$ cat config.mk
export PLATFORM = sky130hd
export DESIGN_NAME = z80fi_insn_recorder
export DESIGN_NICKNAME = d
export VERILOG_FILES = /design/src/rtl/z80fi_insn_recorder_pkg.sv /design/src/rtl/z80fi_mcycle_slots.sv /design/src/rtl/z80fi_insn_recorder.sv
export SDC_FILE = /design/constraint.sdc
export NUM_CORES = 1
export LEC_CHECK = 0
export ABC_CLOCK_PERIOD_IN_PS = 3590
export CELL_PAD_IN_SITES_DETAIL_PLACEMENT = 1
export CELL_PAD_IN_SITES_GLOBAL_PLACEMENT = 1
export CORE_AREA = 5 5 123 148
export CTS_CLUSTER_DIAMETER = 200
export DETAILED_ROUTE_END_ITERATION = 16
export DIE_AREA = 0 0 128 153
export PLACE_DENSITY_LB_ADDON = 0.1
export SLEW_MARGIN = 5
export SYNTH_ARGS = -nofsm -noshare
export SYNTH_HDL_FRONTEND = slang
export SYNTH_HIERARCHICAL = 1
export SYNTH_SLANG_ARGS = --single-unit
$ cat constraint.sdc
create_clock -name clk -period 3.59 [get_ports clk]
set_input_delay 0.5385 -clock clk [delete_from_list [all_inputs] [get_ports clk]]
set_output_delay 0.5385 -clock clk [all_outputs]
set_load 0.05 [all_outputs]
$ cat src/rtl/z80fi_insn_recorder_pkg.sv
// Shared cycle-type codes, record slot widths and recorder state type.
package z80fi_insn_recorder_pkg;

  localparam int Z80FI_MCYCLE_W = 3;
  localparam int Z80FI_TCOUNT_W = 4;

  localparam logic [Z80FI_MCYCLE_W-1:0] CYCLE_NONE     = 3'd0;
  localparam logic [Z80FI_MCYCLE_W-1:0] CYCLE_M1       = 3'd1;
  localparam logic [Z80FI_MCYCLE_W-1:0] CYCLE_RDWR     = 3'd2;
  localparam logic [Z80FI_MCYCLE_W-1:0] CYCLE_IO       = 3'd3;
  localparam logic [Z80FI_MCYCLE_W-1:0] CYCLE_INTACK   = 3'd4;
  localparam logic [Z80FI_MCYCLE_W-1:0] CYCLE_INTERNAL = 3'd5;

  localparam logic [Z80FI_TCOUNT_W-1:0] TCOUNT_MAX = 4'hF;

  typedef enum logic {
    ST_IDLE = 1'b0,
    ST_RUN  = 1'b1
  } rec_state_t;

endpackage

$ cat src/rtl/z80fi_mcycle_slots.sv
// M-cycle slot accumulator: per-slot type and saturating T-count, write index and drop flag.
module z80fi_mcycle_slots
  import z80fi_insn_recorder_pkg::*;
#(
  parameter int MAX_MCYCLES = 6
) (
  input  logic                                  clk,
  input  logic                                  reset,
  input  logic                                  clear,
  input  logic                                  clear_tick,
  input  logic                                  advance,
  input  logic [Z80FI_MCYCLE_W-1:0]             advance_type,
  input  logic                                  tick,
  output logic [Z80FI_MCYCLE_W*MAX_MCYCLES-1:0] types,
  output logic [Z80FI_TCOUNT_W*MAX_MCYCLES-1:0] counts,
  output logic                                  ovf
);

  localparam int IDXW = (MAX_MCYCLES > 1) ? $clog2(MAX_MCYCLES) : 1;
  localparam logic [IDXW-1:0] LAST_IDX = IDXW'(MAX_MCYCLES - 1);

  logic [Z80FI_MCYCLE_W-1:0] type_reg  [MAX_MCYCLES];
  logic [Z80FI_TCOUNT_W-1:0] count_reg [MAX_MCYCLES];
  logic [IDXW-1:0]           idx_reg;
  logic                      ovf_reg;

  logic [Z80FI_MCYCLE_W-1:0] type_next  [MAX_MCYCLES];
  logic [Z80FI_TCOUNT_W-1:0] count_next [MAX_MCYCLES];
  logic [IDXW-1:0]           idx_next;
  logic                      ovf_next;

  // Continuing-record view: this clk's start is applied before its tstate.
  always_comb begin
    type_next  = type_reg;
    count_next = count_reg;
    idx_next   = idx_reg;
    ovf_next   = ovf_reg;
    if (advance) begin
      if (idx_reg != LAST_IDX) begin
        idx_next = idx_reg + IDXW'(1);
        for (int i = 0; i < MAX_MCYCLES; i++) begin
          if (idx_next == IDXW'(i)) begin
            type_next[i]  = advance_type;
            count_next[i] = '0;
          end
        end
      end else begin
        ovf_next = 1'b1;
      end
    end
    // Once a start has been dropped, no slot owns the following T-states.
    if (tick && !ovf_next) begin
      for (int i = 0; i < MAX_MCYCLES; i++) begin
        if (idx_next == IDXW'(i) && count_next[i] != TCOUNT_MAX) begin
          count_next[i] = count_next[i] + 4'd1;
        end
      end
    end
  end

  always_ff @(posedge clk) begin
    if (reset) begin
      for (int i = 0; i < MAX_MCYCLES; i++) begin
        type_reg[i]  <= CYCLE_NONE;
        count_reg[i] <= '0;
      end
      idx_reg <= '0;
      ovf_reg <= 1'b0;
    end else if (clear) begin
      for (int i = 0; i < MAX_MCYCLES; i++) begin
        type_reg[i]  <= (i == 0) ? CYCLE_M1 : CYCLE_NONE;
        count_reg[i] <= (i == 0 && clear_tick) ? 4'd1 : 4'd0;
      end
      idx_reg <= '0;
      ovf_reg <= 1'b0;
    end else begin
      type_reg  <= type_next;
      count_reg <= count_next;
      idx_reg   <= idx_next;
      ovf_reg   <= ovf_next;
    end
  end

  genvar gi;
  generate
    for (gi = 0; gi < MAX_MCYCLES; gi++) begin : g_flat
      assign types[Z80FI_MCYCLE_W*gi +: Z80FI_MCYCLE_W]  = type_next[gi];
      assign counts[Z80FI_TCOUNT_W*gi +: Z80FI_TCOUNT_W] = count_next[gi];
    end
  endgenerate

  assign ovf = ovf_next;

endmodule

$ cat src/rtl/z80fi_insn_recorder.sv
// Builds one retirement record per instruction from the core's M-cycle, T-state and byte strobes.
module z80fi_insn_recorder
  import z80fi_insn_recorder_pkg::*;
#(
  parameter int MAX_MCYCLES    = 6,
  parameter int MAX_INSN_BYTES = 4
) (
  input  logic                                  clk,
  input  logic                                  reset,
  input  logic                                  cpu_mcycle_start,
  input  logic [Z80FI_MCYCLE_W-1:0]             cpu_mcycle_type,
  input  logic                                  cpu_tstate,
  input  logic                                  cpu_insn_byte_valid,
  input  logic [7:0]                            cpu_insn_byte,
  input  logic                                  cpu_insn_done,
  output logic                                  z80fi_valid,
  output logic [8*MAX_INSN_BYTES-1:0]           z80fi_insn,
  output logic [2:0]                            z80fi_insn_len,
  output logic [Z80FI_MCYCLE_W*MAX_MCYCLES-1:0] z80fi_mcycle_types,
  output logic [Z80FI_TCOUNT_W*MAX_MCYCLES-1:0] z80fi_tcycles,
  output logic                                  z80fi_overflow
);

  localparam logic [2:0] LEN_MAX = 3'(MAX_INSN_BYTES);

  rec_state_t state_reg, state_next;

  logic run, m1_start, retire, fresh;
  assign run      = (state_reg == ST_RUN);
  assign m1_start = cpu_mcycle_start && (cpu_mcycle_type == CYCLE_M1);
  assign retire   = run && cpu_insn_done;
  assign fresh    = m1_start && (!run || cpu_insn_done);

  always_comb begin
    state_next = state_reg;
    case (state_reg)
      ST_IDLE: if (m1_start) state_next = ST_RUN;
      ST_RUN:  if (cpu_insn_done) state_next = m1_start ? ST_RUN : ST_IDLE;
      default: state_next = ST_IDLE;
    endcase
  end

  always_ff @(posedge clk) begin
    if (reset) state_reg <= ST_IDLE;
    else       state_reg <= state_next;
  end

  // On a back-to-back boundary the done clk's tstate/byte belong to the retiring record.
  logic [Z80FI_MCYCLE_W*MAX_MCYCLES-1:0] slot_types;
  logic [Z80FI_TCOUNT_W*MAX_MCYCLES-1:0] slot_counts;
  logic                                  slot_ovf;

  z80fi_mcycle_slots #(.MAX_MCYCLES(MAX_MCYCLES)) u_slots (
    .clk          (clk),
    .reset        (reset),
    .clear        (fresh),
    .clear_tick   (cpu_tstate && !run),
    .advance      (run && cpu_mcycle_start && !cpu_insn_done),
    .advance_type (cpu_mcycle_type),
    .tick         (run && cpu_tstate),
    .types        (slot_types),
    .counts       (slot_counts),
    .ovf          (slot_ovf)
  );

  logic [7:0] byte_reg  [MAX_INSN_BYTES];
  logic [7:0] byte_next [MAX_INSN_BYTES];
  logic [2:0] len_reg, len_next;
  logic       bovf_reg, bovf_next;

  always_comb begin
    byte_next = byte_reg;
    len_next  = len_reg;
    bovf_next = bovf_reg;
    if (run && cpu_insn_byte_valid) begin
      if (len_reg != LEN_MAX) begin
        for (int i = 0; i < MAX_INSN_BYTES; i++) begin
          if (len_reg == 3'(i)) byte_next[i] = cpu_insn_byte;
        end
        len_next = len_reg + 3'd1;
      end else begin
        bovf_next = 1'b1;
      end
    end
  end

  always_ff @(posedge clk) begin
    if (reset) begin
      for (int i = 0; i < MAX_INSN_BYTES; i++) byte_reg[i] <= '0;
      len_reg  <= '0;
      bovf_reg <= 1'b0;
    end else if (fresh) begin
      for (int i = 0; i < MAX_INSN_BYTES; i++) begin
        byte_reg[i] <= (i == 0 && !run && cpu_insn_byte_valid) ? cpu_insn_byte : 8'h00;
      end
      len_reg  <= (!run && cpu_insn_byte_valid) ? 3'd1 : 3'd0;
      bovf_reg <= 1'b0;
    end else begin
      byte_reg <= byte_next;
      len_reg  <= len_next;
      bovf_reg <= bovf_next;
    end
  end

  logic [8*MAX_INSN_BYTES-1:0] insn_next;

  genvar gi;
  generate
    for (gi = 0; gi < MAX_INSN_BYTES; gi++) begin : g_insn
      assign insn_next[8*gi +: 8] = byte_next[gi];
    end
  endgenerate

  logic                                  valid_reg;
  logic [8*MAX_INSN_BYTES-1:0]           insn_reg;
  logic [2:0]                            out_len_reg;
  logic [Z80FI_MCYCLE_W*MAX_MCYCLES-1:0] types_reg;
  logic [Z80FI_TCOUNT_W*MAX_MCYCLES-1:0] tcycles_reg;
  logic                                  ovf_reg;

  always_ff @(posedge clk) begin
    if (reset) begin
      valid_reg   <= 1'b0;
      insn_reg    <= '0;
      out_len_reg <= '0;
      types_reg   <= '0;
      tcycles_reg <= '0;
      ovf_reg     <= 1'b0;
    end else begin
      valid_reg <= retire;
      if (retire) begin
        insn_reg    <= insn_next;
        out_len_reg <= len_next;
        types_reg   <= slot_types;
        tcycles_reg <= slot_counts;
        ovf_reg     <= slot_ovf || bovf_next;
      end
    end
  end

  assign z80fi_valid        = valid_reg;
  assign z80fi_insn         = insn_reg;
  assign z80fi_insn_len     = out_len_reg;
  assign z80fi_mcycle_types = types_reg;
  assign z80fi_tcycles      = tcycles_reg;
  assign z80fi_overflow     = ovf_reg;

endmodule
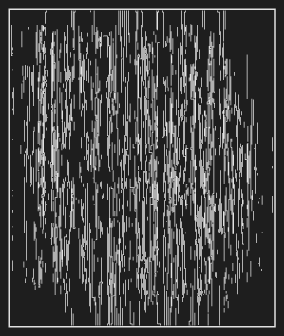
**Above:** metal 2.
The layer carries 10300 µm of wire. 791 nets have wire on it. The longest straight run is 81.5 µm. The layer holds 54% of the routed length.

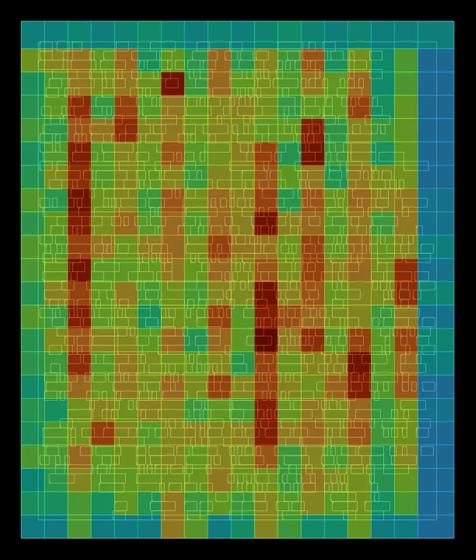
**Above:** routing congestion.
met3 usage: 0.0499
Finished Core Util: 0.516
met2 GRT Util: 0.367
wire per inst: 17.9 µm

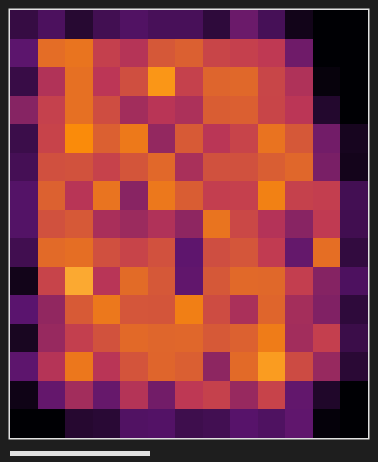
**Above:** cell density map.
Bar = 50 µm. The die is cut into 13 by 15 equal tiles; black is low, pale yellow is high, 0 to 100% covered.
6.2% of the tiles are nearly empty. 1.5% of the tiles are over 75% full. The densest ninth of the die: centre. The emptiest ninth of the die: north-east. The mean over all tiles is 43%.

==> Changelog: implementation <==
### Changed

* Outcome: complete, no violations
* Arrival @ worst endpoint at 3.51 ns
* Fillcell total at 1942
* P&R area growth vs syn at 26.3%
* Num rows at 52
* Comb area leader: simple AND/OR/NAND/NOR gates
* Ao+oa area frac at 0.127
* Syn Nets at 770
* Inverters at 14
* Clock slew at reported path FFs at 0.06 ns
* Placed inst area at 0.00797 mm²
* Pins over their slew limit at 0
* Hold Crit Endpoint: z80fi_mcycle_types[5]
* Die span in x at 128 µm
* Die area at 0.0196 mm²
* Vias in the first global route at 6189
* Clock tree root driver cell: clkbuf_16
* Global route overflow at 0
* Mapped Cells at 736
* DR pass1 iterations at 4
* Adders+Majority by Area at 0.0313
* Combinational Area at 0.00329 mm²
* Pwr/cell area at 451 mW/mm²
* CP Launch Type: flop
* Synth unique cells at 61
* Min-Delay Path Depth at 2
* Sink Count at 162
* CP Capture Type: flop
* Post-route cell area at 0.00859 mm²
* CTS HTree Levels at 4
* CP Launch Point: u_slots/idx_reg[2]
* Die height at 153 µm
* Residual DRC count at 0
* Initial core utilization at 0.408
* Worst path max stage delay at 0.54 ns
* Gpl congestion at 0.875
* Clock net power at 1.90 mW
* Clock share of power at 0.490
* Post-CTS Setup Repair Bufs at 0
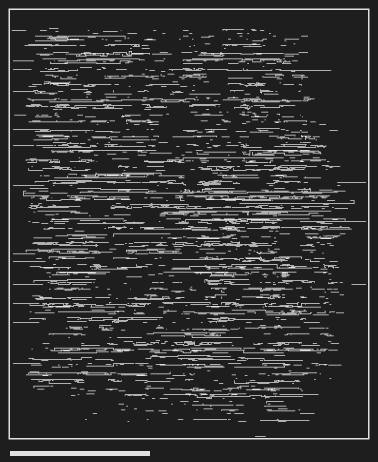
**Above:** signal wires on met1.
Bar = 50 µm.
The wires run mostly horizontal. The layer carries 7530 µm of wire.

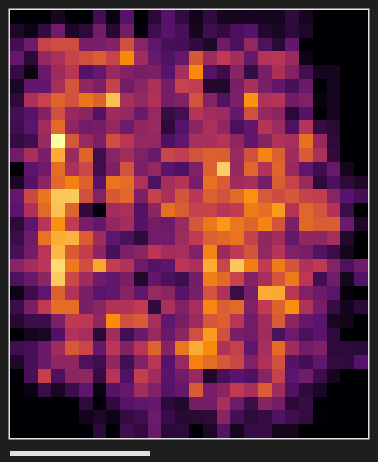
**Above:** wiring heat map.
Bar = 50 µm. The die is cut into 26 by 31 equal tiles; black is low, pale yellow is high, scaled to the fullest tile. Values are wire area over tile area, all layers added.
22% of the tiles are over half the peak. The mean over all tiles is 0.15. 11% of the tiles are nearly empty. The fullest tile reaches 0.46.

Power figures rest on the tool's default switching activity, not on a simulated workload.
